--- src/rtl/tdm_tx_serializer_if.sv ---
// Sample handshake between the transmit FIFO and the TDM serializer.
// ch_idx tells the source which channel the next accepted sample belongs to.
interface tdm_tx_serializer_if #(
  parameter int unsigned NUM_CH = 2,
  parameter int unsigned DATA_W = 24
);
  localparam int unsigned CH_W = $clog2(NUM_CH);

  logic [DATA_W-1:0] s_data;
  logic              s_valid;
  logic              s_ready;
  logic [CH_W-1:0]   ch_idx;

  modport master (output s_data, output s_valid, input s_ready, input ch_idx);
  modport slave  (input s_data, input s_valid, output s_ready, output ch_idx);
endinterface

--- src/rtl/tdm_tx_serializer.sv ---
// TDM / I2S transmit serializer: NUM_CH slots per frame on sd, with sclk and ws
// derived from pclk. Philips, MSB- and LSB-justified framing, 50% or pulse sync.
module tdm_tx_serializer #(
  parameter int unsigned NUM_CH = 2,
  parameter int unsigned SLOT_W = 32,
  parameter int unsigned DATA_W = 24,
  parameter int unsigned DIV_W  = 8
) (
  input  logic             pclk,
  input  logic             preset,
  input  logic             en,
  input  logic [DIV_W-1:0] div,
  input  logic [1:0]       standard,
  input  logic             fsync_mode,
  tdm_tx_serializer_if.slave tx,
  input  logic             underrun_clr,
  output logic             underrun,
  output logic             busy,
  output logic             sclk,
  output logic             ws,
  output logic             sd
);
  localparam int unsigned CH_W  = $clog2(NUM_CH);
  localparam int unsigned BIT_W = $clog2(SLOT_W);
  localparam int unsigned PAD_W = SLOT_W - DATA_W;
  localparam logic [CH_W-1:0]  LAST_CH  = CH_W'(NUM_CH - 1);
  localparam logic [CH_W-1:0]  HALF_CH  = CH_W'(NUM_CH / 2);
  localparam logic [BIT_W-1:0] LAST_BIT = BIT_W'(SLOT_W - 1);
  localparam logic [1:0]       STD_MSB  = 2'd1;
  localparam logic [1:0]       STD_LSB  = 2'd2;

  typedef enum logic {ST_IDLE, ST_RUN} state_t;

  state_t             state_q, state_d;
  logic               busy_q, busy_d;
  logic               hold_empty_q, hold_empty_d;
  logic [DATA_W-1:0]  hold_data_q, hold_data_d;
  logic [CH_W-1:0]    ch_q, ch_d;
  logic               underrun_q, underrun_d;
  logic [DIV_W-1:0]   div_q, div_d;
  logic [1:0]         std_q, std_d;
  logic               fs_q, fs_d;
  logic [DIV_W-1:0]   cnt_q, cnt_d;
  logic               sclk_q, sclk_d;
  logic               ws_q, ws_d;
  logic               sd_q, sd_d;
  logic [CH_W-1:0]    slot_q, slot_d;
  logic [BIT_W-1:0]   bit_q, bit_d;
  logic [SLOT_W-1:0]  shreg_q, shreg_d;
  logic [SLOT_W-1:0]  load_word;

  function automatic logic [CH_W-1:0] next_ch(input logic [CH_W-1:0] c);
    next_ch = (c == LAST_CH) ? '0 : c + 1'b1;
  endfunction

  function automatic logic [SLOT_W-1:0] slot_word(input logic [DATA_W-1:0] d,
                                                  input logic [1:0] std);
    slot_word = (std == STD_LSB) ? SLOT_W'(d) : (SLOT_W'(d) << PAD_W);
  endfunction

  // Philips framing runs ws one bit ahead, so evaluate it at the following bit position.
  function automatic logic ws_at(input logic [CH_W-1:0] slot, input logic [BIT_W-1:0] bidx,
                                 input logic [1:0] std, input logic fs);
    logic [CH_W-1:0]  es;
    logic [BIT_W-1:0] eb;
    es = slot;
    eb = bidx;
    if (std != STD_MSB && std != STD_LSB) begin
      if (bidx == LAST_BIT) begin
        eb = '0;
        es = next_ch(slot);
      end else begin
        eb = bidx + 1'b1;
      end
    end
    ws_at = fs ? (es == '0 && eb == '0) : (es >= HALF_CH);
  endfunction

  always_comb begin
    state_d      = state_q;
    busy_d       = busy_q;
    hold_empty_d = hold_empty_q;
    hold_data_d  = hold_data_q;
    ch_d         = ch_q;
    underrun_d   = underrun_q;
    div_d        = div_q;
    std_d        = std_q;
    fs_d         = fs_q;
    cnt_d        = cnt_q;
    sclk_d       = sclk_q;
    ws_d         = ws_q;
    sd_d         = sd_q;
    slot_d       = slot_q;
    bit_d        = bit_q;
    shreg_d      = shreg_q;
    load_word    = '0;

    if (tx.s_valid && hold_empty_q) begin
      hold_data_d  = tx.s_data;
      hold_empty_d = 1'b0;
      ch_d         = next_ch(ch_q);
    end
    if (underrun_clr) underrun_d = 1'b0;

    case (state_q)
      // The start cycle acts as the falling event that presents slot 0 bit 0.
      ST_IDLE: begin
        if (en && !hold_empty_q) begin
          state_d      = ST_RUN;
          busy_d       = 1'b1;
          div_d        = div;
          std_d        = standard;
          fs_d         = fsync_mode;
          cnt_d        = '0;
          sclk_d       = 1'b0;
          slot_d       = '0;
          bit_d        = '0;
          load_word    = slot_word(hold_data_q, standard);
          hold_empty_d = 1'b1;
          shreg_d      = load_word;
          sd_d         = load_word[SLOT_W-1];
          ws_d         = ws_at('0, '0, standard, fsync_mode);
        end
      end
      ST_RUN: begin
        if (cnt_q != div_q) begin
          cnt_d = cnt_q + 1'b1;
        end else begin
          cnt_d  = '0;
          sclk_d = ~sclk_q;
          if (sclk_q) begin
            if (slot_q == LAST_CH && bit_q == LAST_BIT && !en) begin
              state_d = ST_IDLE;
              busy_d  = 1'b0;
              sclk_d  = 1'b0;
              ws_d    = 1'b0;
              sd_d    = 1'b0;
            end else begin
              if (bit_q == LAST_BIT) begin
                bit_d  = '0;
                slot_d = next_ch(slot_q);
                // Slot load: hold first, then a same-cycle bypass, else a zero slot.
                if (!hold_empty_q) begin
                  load_word    = slot_word(hold_data_q, std_q);
                  hold_empty_d = 1'b1;
                end else if (tx.s_valid) begin
                  load_word    = slot_word(tx.s_data, std_q);
                  hold_empty_d = 1'b1;
                end else begin
                  underrun_d = 1'b1;
                  ch_d       = next_ch(ch_q);
                end
                shreg_d = load_word;
                sd_d    = load_word[SLOT_W-1];
              end else begin
                bit_d   = bit_q + 1'b1;
                shreg_d = shreg_q << 1;
                sd_d    = shreg_q[SLOT_W-2];
              end
              ws_d = ws_at(slot_d, bit_d, std_q, fs_q);
            end
          end
        end
      end
      default: state_d = ST_IDLE;
    endcase
  end

  always_ff @(posedge pclk or posedge preset) begin
    if (preset) begin
      state_q      <= ST_IDLE;
      busy_q       <= 1'b0;
      hold_empty_q <= 1'b1;
      hold_data_q  <= '0;
      ch_q         <= '0;
      underrun_q   <= 1'b0;
      div_q        <= '0;
      std_q        <= '0;
      fs_q         <= 1'b0;
      cnt_q        <= '0;
      sclk_q       <= 1'b0;
      ws_q         <= 1'b0;
      sd_q         <= 1'b0;
      slot_q       <= '0;
      bit_q        <= '0;
      shreg_q      <= '0;
    end else begin
      state_q      <= state_d;
      busy_q       <= busy_d;
      hold_empty_q <= hold_empty_d;
      hold_data_q  <= hold_data_d;
      ch_q         <= ch_d;
      underrun_q   <= underrun_d;
      div_q        <= div_d;
      std_q        <= std_d;
      fs_q         <= fs_d;
      cnt_q        <= cnt_d;
      sclk_q       <= sclk_d;
      ws_q         <= ws_d;
      sd_q         <= sd_d;
      slot_q       <= slot_d;
      bit_q        <= bit_d;
      shreg_q      <= shreg_d;
    end
  end

  assign tx.s_ready = hold_empty_q;
  assign tx.ch_idx  = ch_q;
  assign underrun   = underrun_q;
  assign busy       = busy_q;
  assign sclk       = sclk_q;
  assign ws         = ws_q;
  assign sd         = sd_q;
endmodule

--- src/flat_wrapper.sv ---
// flat-port wrapper written by rule: the top's interface ports become plain ports
module tdm_tx_serializer_flat 
#(
  parameter int unsigned NUM_CH = 2,
  parameter int unsigned SLOT_W = 32,
  parameter int unsigned DATA_W = 24,
  parameter int unsigned DIV_W  = 8
)
  (pclk, preset, en, div, standard, fsync_mode, underrun_clr, underrun, busy, sclk, ws, sd, tx_s_data, tx_s_valid, tx_s_ready, tx_ch_idx);
  tdm_tx_serializer_if #(.NUM_CH(NUM_CH), .DATA_W(DATA_W)) tx_i ();
  input  logic pclk;
  input  logic preset;
  input  logic en;
  input  logic [DIV_W-1:0] div;
  input  logic [1:0] standard;
  input  logic fsync_mode;
  input  logic underrun_clr;
  output logic underrun;
  output logic busy;
  output logic sclk;
  output logic ws;
  output logic sd;
  input wire logic [$bits(tx_i.s_data)-1:0] tx_s_data;
  input wire logic [$bits(tx_i.s_valid)-1:0] tx_s_valid;
  output wire logic [$bits(tx_i.s_ready)-1:0] tx_s_ready;
  output wire logic [$bits(tx_i.ch_idx)-1:0] tx_ch_idx;
  assign tx_i.s_data = tx_s_data;
  assign tx_i.s_valid = tx_s_valid;
  assign tx_s_ready = tx_i.s_ready;
  assign tx_ch_idx = tx_i.ch_idx;
  tdm_tx_serializer #(.NUM_CH(NUM_CH), .SLOT_W(SLOT_W), .DATA_W(DATA_W), .DIV_W(DIV_W)) u_core (.pclk(pclk), .preset(preset), .en(en), .div(div), .standard(standard), .fsync_mode(fsync_mode), .tx(tx_i), .underrun_clr(underrun_clr), .underrun(underrun), .busy(busy), .sclk(sclk), .ws(ws), .sd(sd));
endmodule
--- config.mk ---
export PLATFORM = sky130hd
export DESIGN_NAME = tdm_tx_serializer_flat
export DESIGN_NICKNAME = d
export VERILOG_FILES = /design/src/rtl/tdm_tx_serializer_if.sv /design/src/rtl/tdm_tx_serializer.sv /design/src/flat_wrapper.sv
export SDC_FILE = /design/constraint.sdc
export NUM_CORES = 1
export LEC_CHECK = 0
export CAP_MARGIN = 15
export CORE_MARGIN = 10
export CORE_UTILIZATION = 32
export DETAILED_ROUTE_END_ITERATION = 7
export PLACE_DENSITY = 0.59
export RECOVER_POWER = 100
export SLEW_MARGIN = 15
export SYNTH_ARGS = -nofsm -noshare
export SYNTH_HDL_FRONTEND = slang
export SYNTH_SLANG_ARGS = --single-unit
--- constraint.sdc ---
create_clock -name pclk -period 8.5 [get_ports pclk]
set_clock_uncertainty 0.2 [all_clocks]
set_input_delay 1.275 -clock pclk [delete_from_list [all_inputs] [get_ports pclk]]
set_output_delay 1.275 -clock pclk [all_outputs]
set_load 0.005 [all_outputs]
==> results_slide.txt, run 1 <==
Flow Results at a Glance

Worst setup path
  – Delay-heaviest family, CP: buffers and inverters
  – R2R Path End: u_core.shreg_q[20]
  – WP buf/inv: 2
  – CP startpoint kind: input pin
  – Critical Path Slowest Stage Cell: clkbuf_1
  – Crit-path cells: dlygate4sd3_1 -> and2_0 -> clkbuf_1 -> a22oi_1 -> a21oi_1 -> a21oi_1 -> a211oi_1 -> a21o_1
  – Worst-path maximum fanout: 50
  – CP Capture Type: register
  – Reg2reg start: u_core.bit_q[1]
  – CP most frequent cell: a21oi_1
  – Largest stage delay, worst path: 1.58 ns

Final layout
  – Comb area: 2431 µm²
  – Ant. Diodes: 0
  – Nets@finish: 627
  – Layout fillers: 1513
  – Top Layout Cells: nand2_1 (101), dfrtp_1 (87), a21oi_1 (41)
  – Reg area: 2203 µm²
  – Commonest Layout Cell: nand2_1

Synthesis
  – Register share after synthesis: 0.4460
  – Yosys warns: 0
  – Post-synth top area cell: dfrtp_1
  – Synth Instances: 555
  – Syn nets: 603
  – Post-synth top cells: nand2_1 (101), dfrtp_1 (87), a21oi_1 (41)
  – Yosys chip area: 4940 µm²
  – #FFs+latches synth: 88
  – Ys cells: 555
  – Asr flop ratio synth: 1.000
  – Count of library flops with an enable pin: 0

Worst hold path
  – Hold endpoint: u_core.tx.ch_idx
  – Worst hold stages: 1
  – HP Start: u_core.tx.ch_idx
  – Worst hold path class: reg -> reg

Run
  – Maxcap violations: 2
  – Tool Warnings: 28

Pwr
  – Leakage: 0.002504 µW
  – Cell Pwr Density: 259.9 nW/µm²
  – VDD IR-drop max: 124.1 µV

Timing
  – Final WS setup: 3.877 ns
  – Pins Over Slew Limit: 104
  – Max-slew headroom: -0.5044
  – Fmax achieved: 0.2163 GHz
  – Final Hold Vio Count: 0
  – # setup viols final: 0
  – Setup_tns: 0 ns
  – Fin Hold WS: 0.2749 ns

Routing
  – Post-DRT Antenna Nets: 0
  – Vias/cell: 5.509
  – DR DRC count: 0
  – Drt pass-1 iters: 6

Floorplan
  – Die Size: 20810 µm²
  – # IOs: 47
  – Core Util at FP: 0.3261
  – Site Rows: 45

Place
  – DP HPWL: 8810 µm
  – Placement Setup Slack: 4.557 ns
  – GP Congestion: 0.8040

Clock tree
  – TritonCTS Buffers: 9
  – Postcts setup bufs: 0
  – CTS-repair resized insts: 0
  – CTS Root Cell: clkbuf_16
  – H-Tree Depth: 3
  – Clock Path Buffers: 2

Run status
  – Status: finished, violations left
  – Failing checks: max-capacitance violations, max-slew violations

GRT
  – Vias in the first global route: 4310
  – All-layer global routing usage: 0.1326
  – Initial antenna violation count: 0
  – Total congestion overflow: 0
  – Largest net degree at the start of global routing: 73
  – First-pass GRT wire length: 22290 µm
## run 1: logic make-up (layout without fill, tap and decap cells)
group / Yosys count / count (layout) / synth area share
simple gates: 156 / 156 / 0.1380
xor+xnor: 16 / 16 / 0.02837
mux: 31 / 31 / 0.06560
buf+inv: 76 / 105 / 0.06180
flops: 88 / 88 / 0.4461
fa+ha+maj: 8 / 8 / 0.02026
compound gates: 180 / 180 / 0.2399
## run 1: power breakdown
group          internal (µW)  switching [µW]
Clock                    207             174
Combinational            229             218
Sequential               564             114
Total                   1000             506
## run 1: sequential cells by signal, indices dropped and copies added (netlist names), 2 cells and up
signal / count
u_core.shreg_q: 31
u_core.hold_data_q: 24
u_core.cnt_q: 8
u_core.div_q: 8
u_core.bit_q: 5
u_core.std_q: 2
## run 1: layer usage
metal	track usage	up-vias	routed length [µm]
met5	0	-	0
met4	0.03777	0	115
met3	0.03444	10	778
met2	0.2056	114	6240
met1	0.1781	2109	6232
li1	-	2020	-
## run 1: per-stage QoR
step	cell area, µm²	std cells
after floorplan	4940	555
after global placement	5519	756
after detailed placement	5519	756
after CTS	5803	772
after global routing	5796	772
final	5796	772
## run 1: final cells by class
type / instances / area share
Inverter: 36 / 0.02353
Timing Repair Buffer: 53 / 0.08722
Tap cell: 188 / 0.04059
Sequential cell: 88 / 0.3802
Multi-Input combinational cell: 391 / 0.4195
Clock inverter: 6 / 0.007772
Clock buffer: 10 / 0.04123
## run 1: worst max-delay path by stage
stage               start            endpoint  slack [ns]
2_1_floorplan      preset     u_core.bit_q[0]        4.75
3_3_place_gp           en   u_core.shreg_q[8]        4.63
3_5_place_dp           en  u_core.shreg_q[20]        4.56
4_1_cts                en  u_core.shreg_q[20]        4.88
5_1_grt        tx_s_valid  u_core.shreg_q[15]        3.56
6_report       tx_s_valid  u_core.shreg_q[20]        3.88
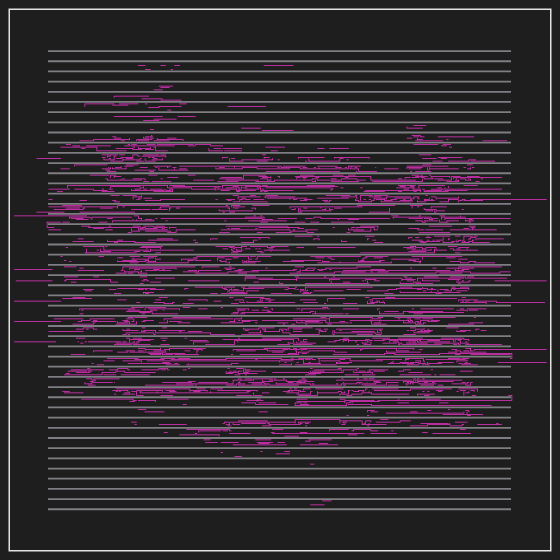
Run 1: metal 1
Supply wires on this layer in grey.
The longest straight run is 39.1 µm. 581 nets have wire on it. The wires run mostly horizontal. The layer holds 47% of the routed length.
vias: 4253
Post-Route WL: 13370 µm
met1 usage: 0.1781

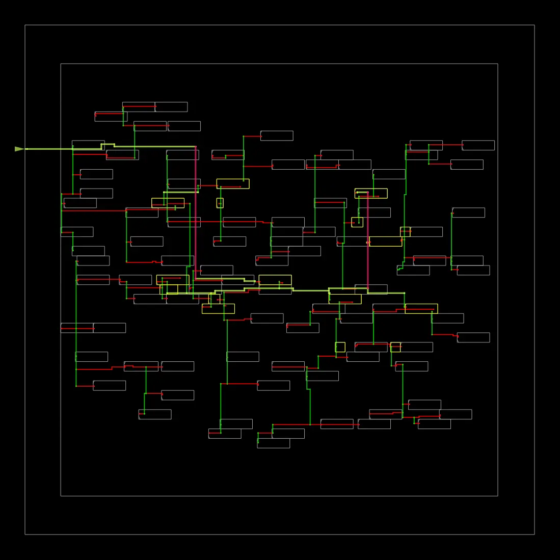
Run 1: the clock network
P_clk: 381 µW
clock sink count: 88
# clk buffers: 10
clk latency late pin: 0.34 ns
flip-flops: 88

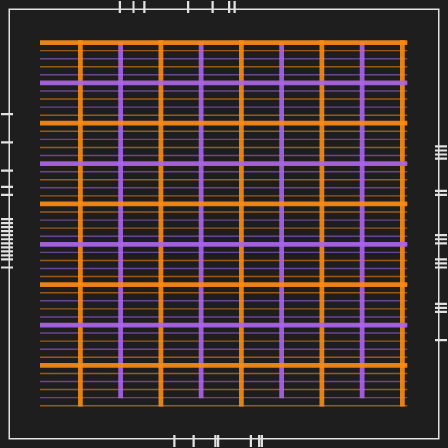
Run 1: PDN straps and rails
Pins as bars on the die edge.
Purple is VDD. Orange is VSS.
47 signal pins sit on the boundary. 9 straps on met5. The core has 45 rows.
Core Area: 15150 µm²
Die Wd: 144.2 µm

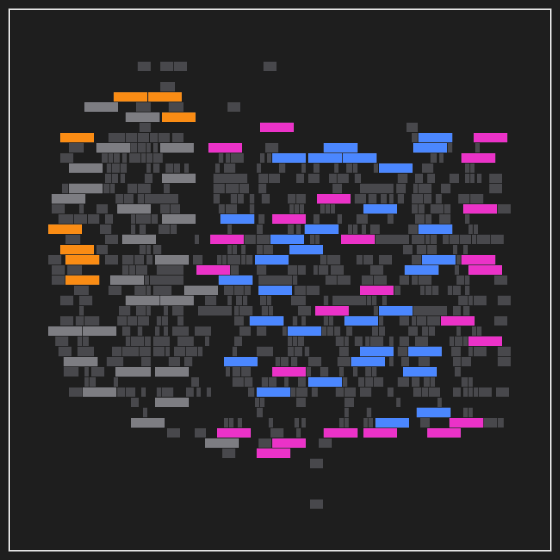
Run 1: sequential cells coloured by netlist name
Other sequential cells in the stronger grey, the rest of the logic in the fainter grey.
Blue is u_core.shreg_q, placed flops 31. Magenta is u_core.hold_data_q, placed flops 24. Orange is u_core.div_q, placed flops 8.
Another 25 sequential cells are not coloured.

==> run 2: changes to the inputs <==
==> constraint.sdc (replaced) <==
create_clock -name pclk -period 4.8 [get_ports pclk]
set_clock_uncertainty 0.2 [all_clocks]
set_input_delay 0.72 -clock pclk [delete_from_list [all_inputs] [get_ports pclk]]
set_output_delay 0.72 -clock pclk [all_outputs]
set_load 0.005 [all_outputs]
==> results_slide.txt, run 2 <==
Flow Results at a Glance

Worst setup path
  – CP startpoint kind: input pin (unchanged)
  – Largest stage delay, worst path: 1.54 ns (was 1.58 ns)

Place
  – DP HPWL: 9256 µm (was 8810 µm)

GRT
  – Initial antenna violation count: 0 (unchanged)
  – All-layer global routing usage: 0.1361 (was 0.1326)
  – Largest net degree at the start of global routing: 57 (was 73)
  – Vias in the first global route: 4365 (was 4310)
  – First-pass GRT wire length: 22730 µm (was 22290 µm)

Routing
  – Vias: 4188 (was 4253)
  – Post-DRT Antenna Nets: 0 (unchanged)
  – DR DRC count: 0 (unchanged)
  – Drt pass-1 iters: 5 (was 6)

Timing
  – Final Hold Vio Count: 0 (unchanged)
  – Pins Over Slew Limit: 134 (was 104)

Synthesis
  – Yosys chip area: 4940 µm² (unchanged)
  – #FFs+latches synth: 88 (unchanged)
  – Ys cells: 555 (unchanged)
  – Count of library flops with an enable pin: 0 (unchanged)
  – Syn nets: 603 (unchanged)
  – Yosys warns: 0 (unchanged)

Pwr
  – Cell Pwr Density: 481.6 nW/µm² (was 259.9 nW/µm²)

Final layout
  – Final cell count without fillers: 774 (was 772)
  – Non-clock inverter count in the final layout: 36 (unchanged)
  – Largest cell class: combinational gates (unchanged)
  – Multi-In Gates: 391 (unchanged)
  – Signal buf overhead: 0.08827 (was 0.08722)
  – Nets@finish: 629 (was 627)
  – Flip-flops: 88 (unchanged)
  – Regs by FF count: u_core.shreg_q: 31 flops, u_core.hold_data_q: 24 flops (unchanged)
  – Commonest Layout Cell: nand2_1 (unchanged)
  – # clk buffers: 9 (was 10)
  – Top Layout Cells: nand2_1 (101), dfrtp_1 (87), a21oi_1 (41) (unchanged)
  – Buffers, non-clock: 55 (was 53)
  – Flip-flop count of the largest register after layout: 31 (unchanged)
  – Comb area share: 0.4131 (was 0.4195)

Run status
  – Failing checks: max-capacitance violations, max-slew violations (unchanged)
  – Status: finished, violations left (unchanged)

Clock tree
  – CTS Root Cell: clkbuf_16 (unchanged)
  – H-Tree Depth: 3 (unchanged)
  – CTS-repair resized insts: 0 (unchanged)
  – Clock sink count: 88 (unchanged)
  – Clk latency late pin: 0.34 ns (about the same)

Floorplan
  – Tapcell count: 188 (unchanged)
  – Site Rows: 45 (unchanged)
  – Die Wd: 144.2 µm (unchanged)
  – Core Area: 15150 µm² (unchanged)

Run
  – Tool Warnings: 28 (unchanged)
  – Maxcap violations: 4 (was 2)
## run 2: routing by layer
layer,share of wire,GRT usage
met1,0.46,0.1766
met4,0.0074,0.03138
met5,0,0
met3,0.058,0.04034
met2,0.47,0.2182
## run 2: worst max-delay path, delay by kind of cell
kind | cells | cell delay (ns)
buf+inv | 2 | 2.06
compound gates | 5 | 1.02
simple gates | 1 | 0.14
## run 2: stage by stage
step                power [µW]  area, µm²  setup WS (ns)    util  hold WS (ns)
finish                    2819       5854         0.8969  0.3865        0.2820
global route              3023       5854         0.5695  0.3865        0.2881
CTS                       2856       5878          1.422  0.3881        0.2850
detailed placement        2023       5534          1.398  0.3654        0.2702
global placement          1987       5534          1.483  0.3654        0.2602
floorplan                 1759       4940          1.603       -        0.2497
## run 2: cell families after synthesis
group	synth area share
AND-OR/OR-AND	0.2399
AND/OR/NAND/NOR	0.1380
flip-flops	0.4461
buffers and inverters	0.06180
multiplexers	0.06560
XOR/XNOR	0.02837
adder cells (fa/ha/maj)	0.02026
## run 2: final timing paths
check                             startpoint               endpoint  slack [ns]
setup reg to reg           u_core.tx.s_ready     u_core.shreg_q[21]        1.02
setup / recovery                  tx_s_valid     u_core.shreg_q[21]        0.90
min in group asynchronous             preset  u_core.hold_data_q[4]        0.78
hold / removal              u_core.tx.ch_idx       u_core.tx.ch_idx        0.28
hold reg to reg             u_core.tx.ch_idx       u_core.tx.ch_idx        0.28
max in group asynchronous             preset     u_core.shreg_q[25]        1.16
## run 2: where the power goes
group / internal (µW) / switching, µW
clock network: 510 / 309
logic: 407 / 386
registers: 1000 / 207
total: 1920 / 903
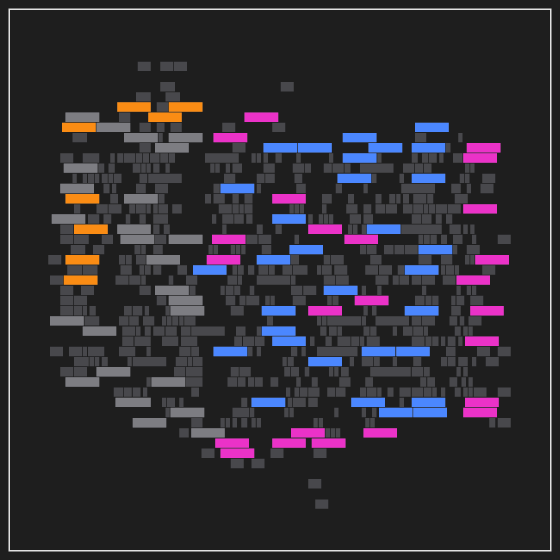
Run 2: sequential cells coloured by netlist name
Other sequential cells in the stronger grey, the rest of the logic in the fainter grey.
Blue is u_core.shreg_q, placed flops 31. Orange is u_core.div_q, placed flops 8. Magenta is u_core.hold_data_q, placed flops 24.
Another 25 sequential cells are not coloured.
Seq/total area: 0.3764
Sequential Power: 1210 µW
Final Util: 0.3865
Reg area: 2203 µm²

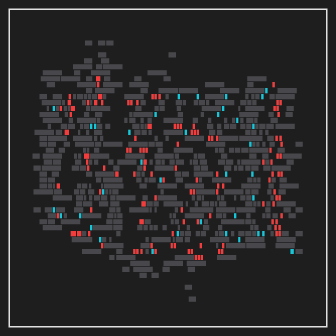
Run 2: logic cells by family
Red is NAND gates, cells 116. Cyan is inverters, cells 36.

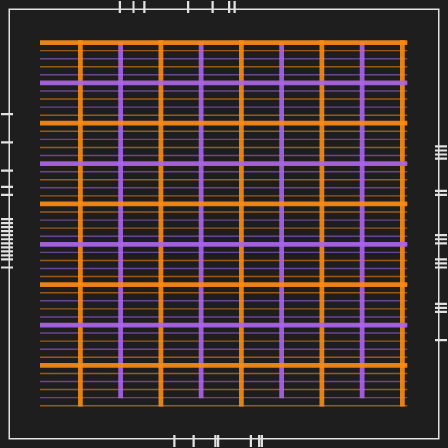
Run 2: PDN straps and rails
Pins as bars on the die edge.
Die Ht: 144.2 µm
VDD IR-drop max: 194.0 µV

Power figures rest on the tool's default switching activity, not on a simulated workload.
